port_nets.png
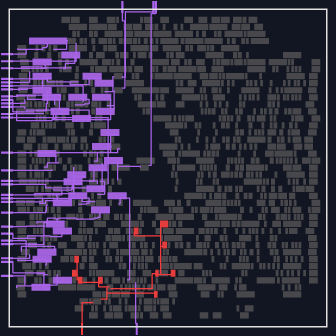
drive_strength.png
Bar = 20 um.
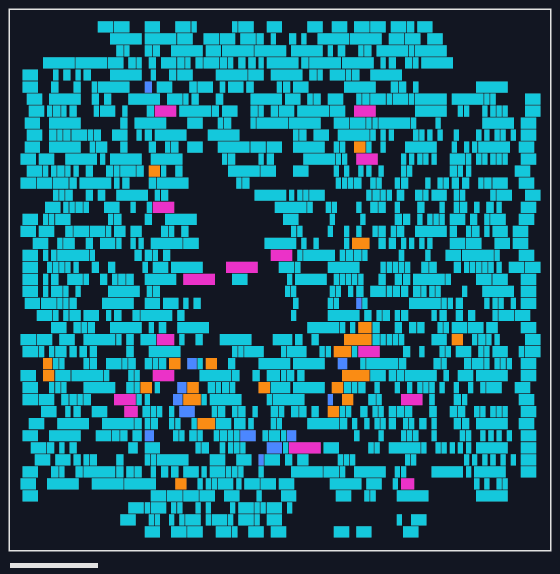
registers.png
Bar = 20 um.
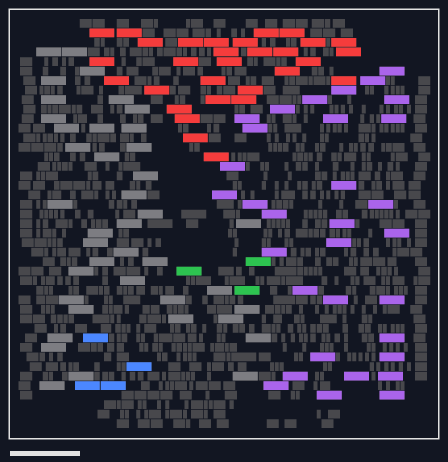
## config.mk

```make
export PLATFORM = sky130hd
export DESIGN_NAME = lsu
export DESIGN_NICKNAME = d
export VERILOG_FILES = /design/src/rtl/lsu.sv
export SDC_FILE = /design/constraint.sdc
export NUM_CORES = 1
export LEC_CHECK = 0
export ABC_AREA = 1
export CORE_MARGIN = 2
export CORE_UTILIZATION = 40
export CTS_BUF_LIST = sky130_fd_sc_hd__clkbuf_8
export DETAILED_ROUTE_END_ITERATION = 7
export HOLD_SLACK_MARGIN = 0.15
export PLACE_DENSITY = 0.72
export SYNTH_ARGS = -nofsm -noshare
export SYNTH_HDL_FRONTEND = slang
export SYNTH_SLANG_ARGS = --single-unit
```

## constraint.sdc

```tcl
create_clock -name clk -period 3.13 [get_ports clk]
set_clock_uncertainty 0.05 [all_clocks]
set_input_delay 0.626 -clock clk [delete_from_list [all_inputs] [get_ports clk]]
set_output_delay 0.626 -clock clk [all_outputs]
set_load 0.01 [all_outputs]
```

## src/rtl/lsu.sv

```systemverilog
// RV32I load/store unit: one request at a time, byte-lane strobes toward a memory with a
// registered one-cycle read port, load-data extraction and rejection of bad accesses.
module lsu #(
    parameter int unsigned MEM_SIZE = 1024
) (
    input  logic        clk,
    input  logic        rst,
    input  logic        req_valid,
    output logic        req_ready,
    input  logic        req_we,
    input  logic [2:0]  req_funct3,
    input  logic [31:0] req_addr,
    input  logic [31:0] req_wdata,
    output logic        rsp_valid,
    output logic [31:0] rsp_rdata,
    output logic        rsp_err,
    output logic [31:0] mem_addr,
    output logic [31:0] mem_wdata,
    output logic        mem_rd_strobe,
    output logic [3:0]  mem_wr_strobe,
    input  logic [31:0] mem_rdata
);

    typedef enum logic [1:0] {StIdle, StIssue, StWait, StResp} state_e;

    state_e      state_q, state_d;
    logic        we_q, we_d;
    logic [2:0]  funct3_q, funct3_d;
    logic [1:0]  off_q, off_d;
    logic [31:0] mem_addr_q, mem_addr_d;
    logic [31:0] mem_wdata_q, mem_wdata_d;
    logic        rd_strobe_q, rd_strobe_d;
    logic [3:0]  wr_strobe_q, wr_strobe_d;
    logic        rsp_valid_q, rsp_valid_d;
    logic        rsp_err_q, rsp_err_d;
    logic [31:0] rsp_rdata_q, rsp_rdata_d;

    logic        req_err;
    logic        illegal, misaligned, out_of_range;
    logic [3:0]  st_strobe;
    logic [31:0] st_wdata;
    logic [31:0] ld_shifted;
    logic [31:0] ld_data;

    assign req_ready     = (state_q == StIdle) && !rst;
    assign mem_addr      = mem_addr_q;
    assign mem_wdata     = mem_wdata_q;
    assign mem_rd_strobe = rd_strobe_q;
    assign mem_wr_strobe = wr_strobe_q;
    assign rsp_valid     = rsp_valid_q;
    assign rsp_err       = rsp_err_q;
    assign rsp_rdata     = rsp_rdata_q;

    always_comb begin
        illegal      = req_we ? !(req_funct3 inside {3'b000, 3'b001, 3'b010})
                              : !(req_funct3 inside {3'b000, 3'b001, 3'b010, 3'b100, 3'b101});
        misaligned   = ((req_funct3[1:0] == 2'b01) && req_addr[0]) ||
                       ((req_funct3[1:0] == 2'b10) && (req_addr[1:0] != 2'b00));
        out_of_range = {2'b00, req_addr[31:2]} >= MEM_SIZE;
        req_err      = illegal || misaligned || out_of_range;
    end

    always_comb begin
        case (req_funct3[1:0])
            2'b00: begin
                st_strobe = 4'b0001 << req_addr[1:0];
                st_wdata  = {4{req_wdata[7:0]}};
            end
            2'b01: begin
                st_strobe = req_addr[1] ? 4'b1100 : 4'b0011;
                st_wdata  = {2{req_wdata[15:0]}};
            end
            default: begin
                st_strobe = 4'b1111;
                st_wdata  = req_wdata;
            end
        endcase
    end

    // Formatting uses the captured width/offset, never the live request inputs.
    always_comb begin
        ld_shifted = mem_rdata >> {off_q, 3'b000};
        case (funct3_q)
            3'b000:  ld_data = {{24{ld_shifted[7]}}, ld_shifted[7:0]};
            3'b001:  ld_data = {{16{ld_shifted[15]}}, ld_shifted[15:0]};
            3'b100:  ld_data = {24'b0, ld_shifted[7:0]};
            3'b101:  ld_data = {16'b0, ld_shifted[15:0]};
            default: ld_data = ld_shifted;
        endcase
    end

    always_comb begin
        state_d     = state_q;
        we_d        = we_q;
        funct3_d    = funct3_q;
        off_d       = off_q;
        mem_addr_d  = mem_addr_q;
        mem_wdata_d = mem_wdata_q;
        rd_strobe_d = rd_strobe_q;
        wr_strobe_d = wr_strobe_q;
        rsp_valid_d = rsp_valid_q;
        rsp_err_d   = rsp_err_q;
        rsp_rdata_d = rsp_rdata_q;
        case (state_q)
            StIdle: begin
                if (req_valid) begin
                    we_d     = req_we;
                    funct3_d = req_funct3;
                    off_d    = req_addr[1:0];
                    if (req_err) begin
                        rsp_valid_d = 1'b1;
                        rsp_err_d   = 1'b1;
                        rsp_rdata_d = '0;
                        state_d     = StResp;
                    end else begin
                        mem_addr_d = {req_addr[31:2], 2'b00};
                        if (req_we) begin
                            mem_wdata_d = st_wdata;
                            wr_strobe_d = st_strobe;
                        end else begin
                            rd_strobe_d = 1'b1;
                        end
                        state_d = StIssue;
                    end
                end
            end
            StIssue: begin
                rd_strobe_d = 1'b0;
                wr_strobe_d = 4'b0000;
                if (we_q) begin
                    rsp_valid_d = 1'b1;
                    rsp_err_d   = 1'b0;
                    rsp_rdata_d = '0;
                    state_d     = StResp;
                end else begin
                    state_d = StWait;
                end
            end
            StWait: begin
                rsp_valid_d = 1'b1;
                rsp_err_d   = 1'b0;
                rsp_rdata_d = ld_data;
                state_d     = StResp;
            end
            StResp: begin
                rsp_valid_d = 1'b0;
                rsp_err_d   = 1'b0;
                rsp_rdata_d = '0;
                state_d     = StIdle;
            end
            default: state_d = StIdle;
        endcase
    end

    always_ff @(posedge clk) begin
        if (rst) begin
            state_q     <= StIdle;
            we_q        <= 1'b0;
            funct3_q    <= 3'b000;
            off_q       <= 2'b00;
            mem_addr_q  <= '0;
            mem_wdata_q <= '0;
            rd_strobe_q <= 1'b0;
            wr_strobe_q <= 4'b0000;
            rsp_valid_q <= 1'b0;
            rsp_err_q   <= 1'b0;
            rsp_rdata_q <= '0;
        end else begin
            state_q     <= state_d;
            we_q        <= we_d;
            funct3_q    <= funct3_d;
            off_q       <= off_d;
            mem_addr_q  <= mem_addr_d;
            mem_wdata_q <= mem_wdata_d;
            rd_strobe_q <= rd_strobe_d;
            wr_strobe_q <= wr_strobe_d;
            rsp_valid_q <= rsp_valid_d;
            rsp_err_q   <= rsp_err_d;
            rsp_rdata_q <= rsp_rdata_d;
        end
    end

endmodule

```

==> GITHUB_STEP_SUMMARY <==
## Synthesis and layout report

| Metric | Value |
|---|---|
| Worst slew pin tran | `0.6685 ns` |
| Number of synthesis warnings | `0` |
| CP max stage cell | `clkdlybuf4s50_1` |
| Slowest stage delay, CP | `approximately 0.54 ns` |
| Ys cells | `roughly 860` |
| TritonRoute pass-1 iters | `5` |
| Wire length per cell | `13.45 um` |
| Logic area | `2636 um^2` |
| Largest net degree at the start of global routing | `between 50 and 60` |
| Seq share, synth | `0.3909` |
| Crit-path most repeated cell | `inv_1` |
| Ao+oa area frac | `0.1580` |
| Die X | `122.1 um` |
| Setup TNS | `0 ns` |
| Avg Cell Area, Syn | `6.492 um^2` |
| Yosys stat area | `5583 um^2` |
| First-pass GRT wire length | `~26 mm` |
| Total power | `4.995 mW` |
| RePlAce Congestion | `~0.86` |
| Comb power frac | `0.477` |
| Multi-input combinational area share | `0.3345` |
| Post-synth regs | `109` |
| Top Usage Layer GRT | `met2` |
| Max_slew headroom | `0.5539` |
| Total Routing Usage GR | `0.2238` |
| Post-Place Worst Slack | `0.2862 ns` |
| Largest logic family | `simple AND/OR/NAND/NOR gates` |
| Crit path DRT | `about 2.5 ns` |
| Post-synth mux share | `0.007172` |
| Tally of OpenROAD warnings | `29` |
| Share of cells above drive strength 1 | `0.04707` |
| Top sig layer | `met4` |
| Inverters | `125` |
| Routed WL | `16.42 mm` |
| DRT antenna net count | `0` |
| Routed wl met2 | `around 7.7 mm` |
| Routed wire length on met3 | `between 1 and 1.5 mm` |
| Reg-to-reg critical path startpoint | `state_q[0]` |
| Setup Buffers After CTS | `0` |
| Leading post-synthesis cells by cell area | `dfxtp_1, nand2_1, inv_1` |
| Htree depth | `3` |
| M1 WL | `7.042 mm` |
| FF-to-FF setup slack | `1.02 ns` |
| LEAKAGE | `3.571 nW` |
| Startpoint Class | `flip-flop` |
| Top cell category | `combinational gates` |
| Vias | `~5800` |
| CP Cell Sequence | `inv_1 > ha_1 > inv_1 > nor2_1 > clkdlybuf4s50_1` |
| Status | `finished, final reports clean` |
| Vias per inst | `4.753` |
| Xor+xnor area frac | `0` |
| Critical path arrival | `1.92 ns` |
| R2r worst-path depth | `10` |
| Crit path max fanout | `6` |
| HP Start | `mem_addr[17]` |
| Sw Share | `0.4086` |
| Post-synth EDFFs | `0` |
| CTS sink count | `about 110` |
| Post-CTS resize count | `0` |
| Unrepaired setup endpoints after global routing | `false` |
| Hold Path Sink | `mem_addr[17]` |
| Adder Area Share | `0.008965` |
| Pins Over Slew Limit | `0` |
| Min Hold Slack | `0.4107 ns` |
| Worst Setup End Kind | `primary output` |
| Estimated wirelength of the detail-placed design | `around 12 mm` |
| Fin cells | `1221` |
| Sequential share of power | `0.358` |
| Internal | `around 3.0 mW` |
| Crit path buf inv count | `3` |
| Dominant logic cell type in the layout | `clkdlybuf4s50_1` |
| Reported combinational group power | `approximately 2.4 mW` |
| Min Tclk post-route | `2.594 ns` |
| Vias in the first global route | `5462` |
| Final setup violation count | `0` |
| CTS Hold Bufs | `0` |
| Post-synth top area cell | `dfxtp_1` |
| Number of flip-flops and latches | `about 110` |
-- port_nets.png (at the start) --
- rst: red (bits 1; direction input; edge bottom; end cells 10; buffers 2; wire 128 um)
- mem_wdata: purple (bits 32; direction output; edge 28 left, 3 top, 1 bottom; end cells 32; buffers 32; wire 1280 um)
Port Buf Inserts: 204
num ports: 207

-- drive_strength.png (at the start) --
- drive 2: blue (cells 13; share 1.2%)
- drive 6 and up: magenta (cells 15; share 1.4%)
- drive 3 to 4: orange (cells 21; share 2.0%)
- drive 1 or less: cyan (cells 992; share 95%)
Non-CTS buffers: 218
fin area: 7881 um^2

-- registers.png (at the start) --
- funct3_q: green (placed flops 3)
- rsp_rdata: purple (placed flops 32)
- mem_wr_strobe: blue (placed flops 4; where bottom left)
- mem_addr: red (placed flops 30; where top middle)
fin util: 0.5722
Reg area: 2182 um^2
flop share of the area: 0.2769
Flop+latch power: 1.79 mW

Power is estimated from default activity; no workload was simulated.
